<file path="src/rtl/uart_tx_mmio.sv">
// uart_tx_mmio: memory-mapped UART transmitter with a transmit FIFO.
//
// A store to BASE_ADDR queues WriteData[7:0]. A load from BASE_ADDR+4
// returns STATUS, which is driven combinationally on ReadData in the same
// cycle. Each byte goes out as 8N1: one start bit, eight data bits sent
// LSB first, and one stop bit. When UART_TX_PARITY_EN is defined, an even
// parity bit is inserted between the data bits and the stop bit.
//
// STATUS layout:
//   bit0 FULL, bit1 EMPTY, bit2 TxBusy, bit3 OVERRUN (sticky),
//   bits[14:8] FIFO count, all other bits 0.
//
// Ports:
//   clk        single clock, rising edge
//   reset      asynchronous, active-high reset
//   Address    byte address from the MEM stage
//   WriteData  store data; only bits [7:0] are used
//   MemWrite   store strobe
//   MemRead    load strobe
//   ReadData   combinational load data (STATUS or zero)
//   TxSerial   registered serial output, idles high
//   TxBusy     high while a frame is on the line or the FIFO holds data
//
// Optional feature macro: UART_TX_PARITY_EN (adds the even-parity bit).
//
// FSM states:
//   state    | meaning
//   S_IDLE   | line high, waiting for the FIFO to become non-empty
//   S_START  | driving the start bit (0)
//   S_DATA   | driving data bit bit_q, LSB first
//   S_PARITY | driving the even-parity bit (UART_TX_PARITY_EN only)
//   S_STOP   | driving the stop bit (1); pops the next byte if one is queued

module uart_tx_mmio #(
  parameter int unsigned CLK_DIV    = 434,
  parameter int unsigned FIFO_DEPTH = 8,
  parameter logic [31:0] BASE_ADDR  = 32'h1001_0040
) (
  input  logic        clk,
  input  logic        reset,
  input  logic [31:0] Address,
  input  logic [31:0] WriteData,
  input  logic        MemWrite,
  input  logic        MemRead,
  output logic [31:0] ReadData,
  output logic        TxSerial,
  output logic        TxBusy
);

  localparam int unsigned AW = (FIFO_DEPTH > 2) ? $clog2(FIFO_DEPTH) : 1;
  localparam int unsigned CW = AW + 1;
  localparam logic [31:0] STATUS_ADDR = BASE_ADDR + 32'd4;
  localparam logic [15:0] BAUD_RELOAD = 16'(CLK_DIV - 1);
  localparam logic [CW-1:0] DEPTH_CNT = CW'(FIFO_DEPTH);

  typedef enum logic [2:0] {
    S_IDLE   = 3'd0,
    S_START  = 3'd1,
    S_DATA   = 3'd2,
`ifdef UART_TX_PARITY_EN
    S_PARITY = 3'd4,
`endif
    S_STOP   = 3'd3
  } state_t;

  logic [7:0]    fifo_mem [FIFO_DEPTH];
  logic [AW-1:0] wr_ptr_q, wr_ptr_d;
  logic [AW-1:0] rd_ptr_q, rd_ptr_d;
  logic [CW-1:0] count_q, count_d;
  logic          overrun_q, overrun_d;

  state_t        state_q, state_d;
  logic [15:0]   baud_q, baud_d;
  logic [2:0]    bit_q, bit_d;
  logic [7:0]    shift_q, shift_d;
  logic          tx_q, tx_d;
`ifdef UART_TX_PARITY_EN
  logic          parity_q, parity_d;
`endif

  logic          wr_sel, rd_status;
  logic          fifo_empty, fifo_full;
  logic          baud_tc;
  logic          pop, push, overrun_evt;
  logic [7:0]    head;
  logic [6:0]    count_ext;
  logic          unused_wdata;

  // The upper store bits carry no meaning for this register.
  assign unused_wdata = ^WriteData[31:8];

  always_comb begin
    wr_sel     = MemWrite && (Address == BASE_ADDR);
    rd_status  = MemRead && (Address == STATUS_ADDR);
    fifo_empty = (count_q == '0);
    fifo_full  = (count_q == DEPTH_CNT);
    baud_tc    = (baud_q == 16'd0);
    head       = fifo_mem[rd_ptr_q];
    // The FSM pops from IDLE, or on the last cycle of STOP so that frames
    // follow each other without an idle gap.
    pop        = !fifo_empty &&
                 ((state_q == S_IDLE) || ((state_q == S_STOP) && baud_tc));
    // A push into a full FIFO is still accepted when a pop frees a slot on
    // the same edge.
    push        = wr_sel && (!fifo_full || pop);
    overrun_evt = wr_sel && !push;
  end

  always_comb begin
    wr_ptr_d = push ? wr_ptr_q + AW'(1) : wr_ptr_q;
    rd_ptr_d = pop  ? rd_ptr_q + AW'(1) : rd_ptr_q;
    count_d  = count_q;
    case ({push, pop})
      2'b10:   count_d = count_q + CW'(1);
      2'b01:   count_d = count_q - CW'(1);
      default: count_d = count_q;
    endcase
    // A new overrun on the edge that ends a STATUS read wins over the clear.
    if (overrun_evt)    overrun_d = 1'b1;
    else if (rd_status) overrun_d = 1'b0;
    else                overrun_d = overrun_q;
  end

  always_comb begin
    state_d  = state_q;
    baud_d   = baud_q;
    bit_d    = bit_q;
    shift_d  = shift_q;
    tx_d     = tx_q;
`ifdef UART_TX_PARITY_EN
    parity_d = parity_q;
`endif
    case (state_q)
      S_IDLE: begin
        tx_d = 1'b1;
        if (pop) begin
          state_d  = S_START;
          shift_d  = head;
          baud_d   = BAUD_RELOAD;
          tx_d     = 1'b0;
`ifdef UART_TX_PARITY_EN
          parity_d = ^head;
`endif
        end
      end
      S_START: begin
        if (baud_tc) begin
          state_d = S_DATA;
          baud_d  = BAUD_RELOAD;
          bit_d   = 3'd0;
          tx_d    = shift_q[0];
        end else begin
          baud_d = baud_q - 16'd1;
        end
      end
      S_DATA: begin
        if (baud_tc) begin
          baud_d = BAUD_RELOAD;
          if (bit_q == 3'd7) begin
`ifdef UART_TX_PARITY_EN
            state_d = S_PARITY;
            tx_d    = parity_q;
`else
            state_d = S_STOP;
            tx_d    = 1'b1;
`endif
          end else begin
            bit_d   = bit_q + 3'd1;
            shift_d = {1'b0, shift_q[7:1]};
            tx_d    = shift_q[1];
          end
        end else begin
          baud_d = baud_q - 16'd1;
        end
      end
`ifdef UART_TX_PARITY_EN
      S_PARITY: begin
        if (baud_tc) begin
          state_d = S_STOP;
          baud_d  = BAUD_RELOAD;
          tx_d    = 1'b1;
        end else begin
          baud_d = baud_q - 16'd1;
        end
      end
`endif
      S_STOP: begin
        if (baud_tc) begin
          if (pop) begin
            state_d  = S_START;
            shift_d  = head;
            baud_d   = BAUD_RELOAD;
            tx_d     = 1'b0;
`ifdef UART_TX_PARITY_EN
            parity_d = ^head;
`endif
          end else begin
            state_d = S_IDLE;
            baud_d  = 16'd0;
            tx_d    = 1'b1;
          end
        end else begin
          baud_d = baud_q - 16'd1;
        end
      end
      default: begin
        state_d = S_IDLE;
        baud_d  = 16'd0;
        tx_d    = 1'b1;
      end
    endcase
  end

  always_ff @(posedge clk or posedge reset) begin
    if (reset) begin
      state_q  <= S_IDLE;
      baud_q   <= 16'd0;
      bit_q    <= 3'd0;
      shift_q  <= 8'd0;
      tx_q     <= 1'b1;
`ifdef UART_TX_PARITY_EN
      parity_q <= 1'b0;
`endif
    end else begin
      state_q  <= state_d;
      baud_q   <= baud_d;
      bit_q    <= bit_d;
      shift_q  <= shift_d;
      tx_q     <= tx_d;
`ifdef UART_TX_PARITY_EN
      parity_q <= parity_d;
`endif
    end
  end

  always_ff @(posedge clk or posedge reset) begin
    if (reset) begin
      wr_ptr_q  <= '0;
      rd_ptr_q  <= '0;
      count_q   <= '0;
      overrun_q <= 1'b0;
    end else begin
      wr_ptr_q  <= wr_ptr_d;
      rd_ptr_q  <= rd_ptr_d;
      count_q   <= count_d;
      overrun_q <= overrun_d;
    end
  end

  // Storage needs no reset; count and pointers define what is valid.
  always_ff @(posedge clk) begin
    if (push) fifo_mem[wr_ptr_q] <= WriteData[7:0];
  end

  assign count_ext = 7'(count_q);
  assign TxSerial  = tx_q;
  assign TxBusy    = (state_q != S_IDLE) || !fifo_empty;
  assign ReadData  = rd_status ?
                     {17'd0, count_ext, 4'd0, overrun_q, TxBusy, fifo_empty, fifo_full} :
                     32'd0;

endmodule

</file>
<file path="config.mk">
export PLATFORM = sky130hd
export DESIGN_NAME = uart_tx_mmio
export DESIGN_NICKNAME = d
export VERILOG_FILES = /design/src/rtl/uart_tx_mmio.sv
export SDC_FILE = /design/constraint.sdc
export NUM_CORES = 1
export LEC_CHECK = 0
export CAP_MARGIN = 30
export CORE_MARGIN = 2
export CORE_UTILIZATION = 40
export DETAILED_ROUTE_END_ITERATION = 8
export HOLD_SLACK_MARGIN = 0.08
export MAX_ROUTING_LAYER = met4
export PLACE_DENSITY_LB_ADDON = 0.15
export SLEW_MARGIN = 10
export SYNTH_ARGS = -nofsm -noshare
export SYNTH_HDL_FRONTEND = slang
export SYNTH_SLANG_ARGS = --single-unit
</file>
<file path="constraint.sdc">
create_clock -name clk -period 3.5 [get_ports clk]
set_input_delay 0.7 -clock clk [delete_from_list [all_inputs] [get_ports clk]]
set_output_delay 0.7 -clock clk [all_outputs]
set_load 0.05 [all_outputs]
</file>
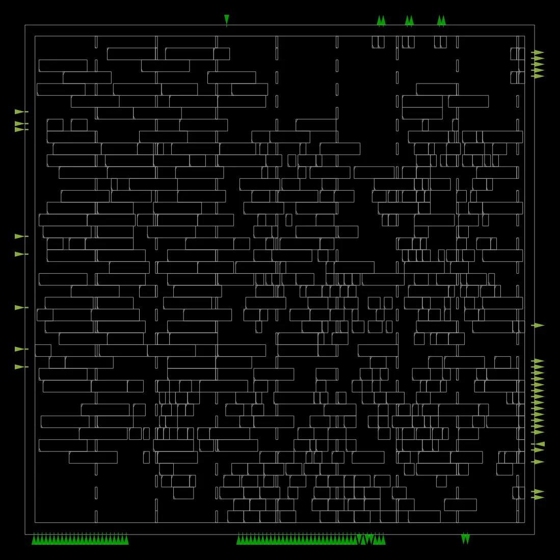
(images/placement.png)
core region area: 12520 µm²
FFs & Latches: 105

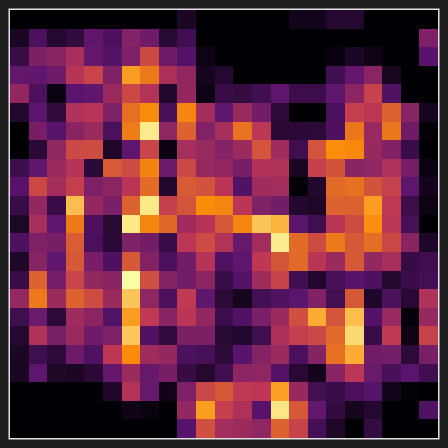
(images/metal_density.png)
23 x 23 tiles, from black (low) to pale yellow (high), scaled to the fullest tile. Values are wire area over tile area, all layers added.
densest ninth of the die = centre
fullest tile = 0.36
mean over tiles = 0.11
nearly empty tiles = 16%
routed vias: 3130
all-layer global routing usage: 15.78%
final routed wirelength across all metal layers: 9696 µm

==> out/qor.yml <==
grt_first_pass_wirelength_um: 15840
max_freq_mhz: 304.0
nets: 535
global_route.peak_usage_layer: "met2"
post_drt_wl_per_cell_um: 15.37
layout_setup_ws_ns: 0.2101
grt_max_degree: 42
reg2reg_setup_slack_ns: 0.30
leakage_uw: 0.002370
tightest_slew_ns: 0.7922
worst_path_dominant_cell_family: "simple AND/OR/NAND/NOR gates"
finish.utilization_pct: 49.84
antenna_violating_nets_post_route: 0
cts_hold_buffers_added: 0
r2r_cells: 13
area_growth_pct: 22.60
worstPathCellList: "clkdlybuf4s50_1, nor4b_2, nand4_1, nor4_2, or3_1, inv_1, ha_1, a21o_1, a21o_1, or3_1, and3_4, a311o_1"
io_pins: 102
timing.critical_path.buf_inv: 2
p_sw_uw: 530.1
area_reported_by_yosys_stat_um2: 5089
powerSeq_uw: 1320
required_time_of_the_critical_path_ns: 3.72
die_x_um: 116.8
clockNetworkPower_uw: 1010
status: "complete, no violations"
final-hold-violation-count: 0
grt.overflow.total: 0
drtIter0Drc: 156
hold-path-cell-count: 1
dpl.cell_count: 615
final.hold.worst_slack_ns: 0.5127
numSynthFlops: 105
share_of_total_power_consumed_by_net_switching_pct: 21.62
top_cell_area_share_pct: 37.77
syn_avg_cell_area_um2: 13.29
endpoint: "count_q[3]"
chip_area_um2: 13640
max_cap_violations: 0
report.final.setup_viol: 0
largest_register_ffs: 64
use_met2_pct: 26.82
ys_top_cells_by_area: "sky130_fd_sc_hd__edfxtp_1 (38%), sky130_fd_sc_hd__dfrtp_1 (20%), sky130_fd_sc_hd__mux4_2 (7.1%), sky130_fd_sc_hd__buf_4 (3.7%), sky130_fd_sc_hd__ha_1 (3.0%)"
grt.met3_usage_pct: 3.708
drive_above_1_share_pct: 19.17
postPlaceCellArea_um2: 5914
clock-skew-final_ns: 0.007408
flop_cell: "sky130_fd_sc_hd__edfxtp_1"
drt-pass1-iter-count: 4
critPathMaxStageDelay_ns: 0.42
fin_setup_tns_ns: 0
vias_per_cell: 4.960
initial_antenna_violation_count: 0
cp_num_cells: 12
cts-root-to-sink-buffers: 2
power_per_cell_area_nw_per_um2: 393.0
rsz0062_at_grt: "false"
cts_tree: "yes"
max-vdd-ir-drop_uv: 336.6
fp-row-count: 41
gp_congestion: 0.7445
yosysMostFrequentCell: "sky130_fd_sc_hd__edfxtp_1"
post-route-drc-count: 0
drv_slew: 0
worstSetupPathType: "primary input to register"
ys_types: 50
dp_hpwl_um: 6600
final_common_cell: "sky130_fd_sc_hd__edfxtp_1"
path_class_of_the_lowest_slack_min_delay_path: "register to register"
comb_cell_power_uw: 127
top_cells_by_count: "sky130_fd_sc_hd__edfxtp_1 (64), sky130_fd_sc_hd__dfrtp_1 (40), sky130_fd_sc_hd__nor2_1 (31)"
numCtsBuffers: 9
insertion_delay_ns: 0.34
crit_slowest_cell: "sky130_fd_sc_hd__clkdlybuf4s50_1"
htree_levels: 3
registers_with_the_highest_flip_flop_counts: "fifo_mem (64), baud_q (16), shift_q (8)"
warnings: 54
pwr-share-seq_pct: 53.6
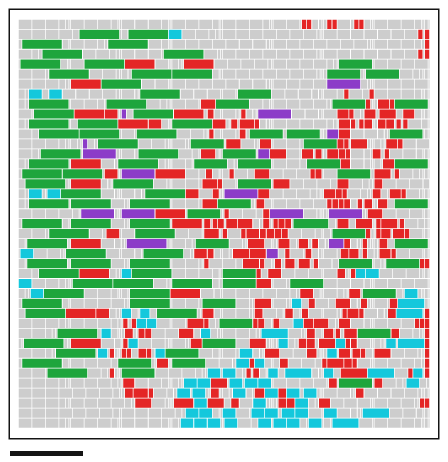
(images/placement_by_type.png)
The bar under the picture is 20 µm long. Fill, decap, tap and diode cells in grey.
cyan -> other buffers and delay cells  # cells 74, share of their area 13%
green -> flops  # cells 105, share of their area 49%
red -> combinational and other logic  # cells 264, share of their area 33%
purple -> clock drivers and dummy loads  # cells 16, share of their area 5.0%

-- layout make-up --
cell class              count  area, µm²
clock buffers               9      225.2
clock inverters             7      75.07
fillers                  1112       6279
inverters                  15      56.30
multi-input cells         249       1949
flip-flops and latches    105       2949
well taps                 172      215.2
repair buffers             74      768.2
-- cell families after synthesis --
| family | share of synthesized area [%] |
|---|---|
| AND-OR/OR-AND | 6.172 |
| other | 0.07369 |
| AND/OR/NAND/NOR | 11.93 |
| flip-flops | 57.95 |
| multiplexers | 11.70 |
| buffers and inverters | 5.901 |
| adder cells (fa/ha/maj) | 3.344 |
| XOR/XNOR | 2.926 |
-- metal layers --
layer | up-vias | wire [µm]
met4 | 0 | 58
met1 | 1543 | 4289
met5 | - | 0
met3 | 6 | 316
met2 | 66 | 5032
li1 | 1515 | -
Power is estimated from default activity; no workload was simulated.
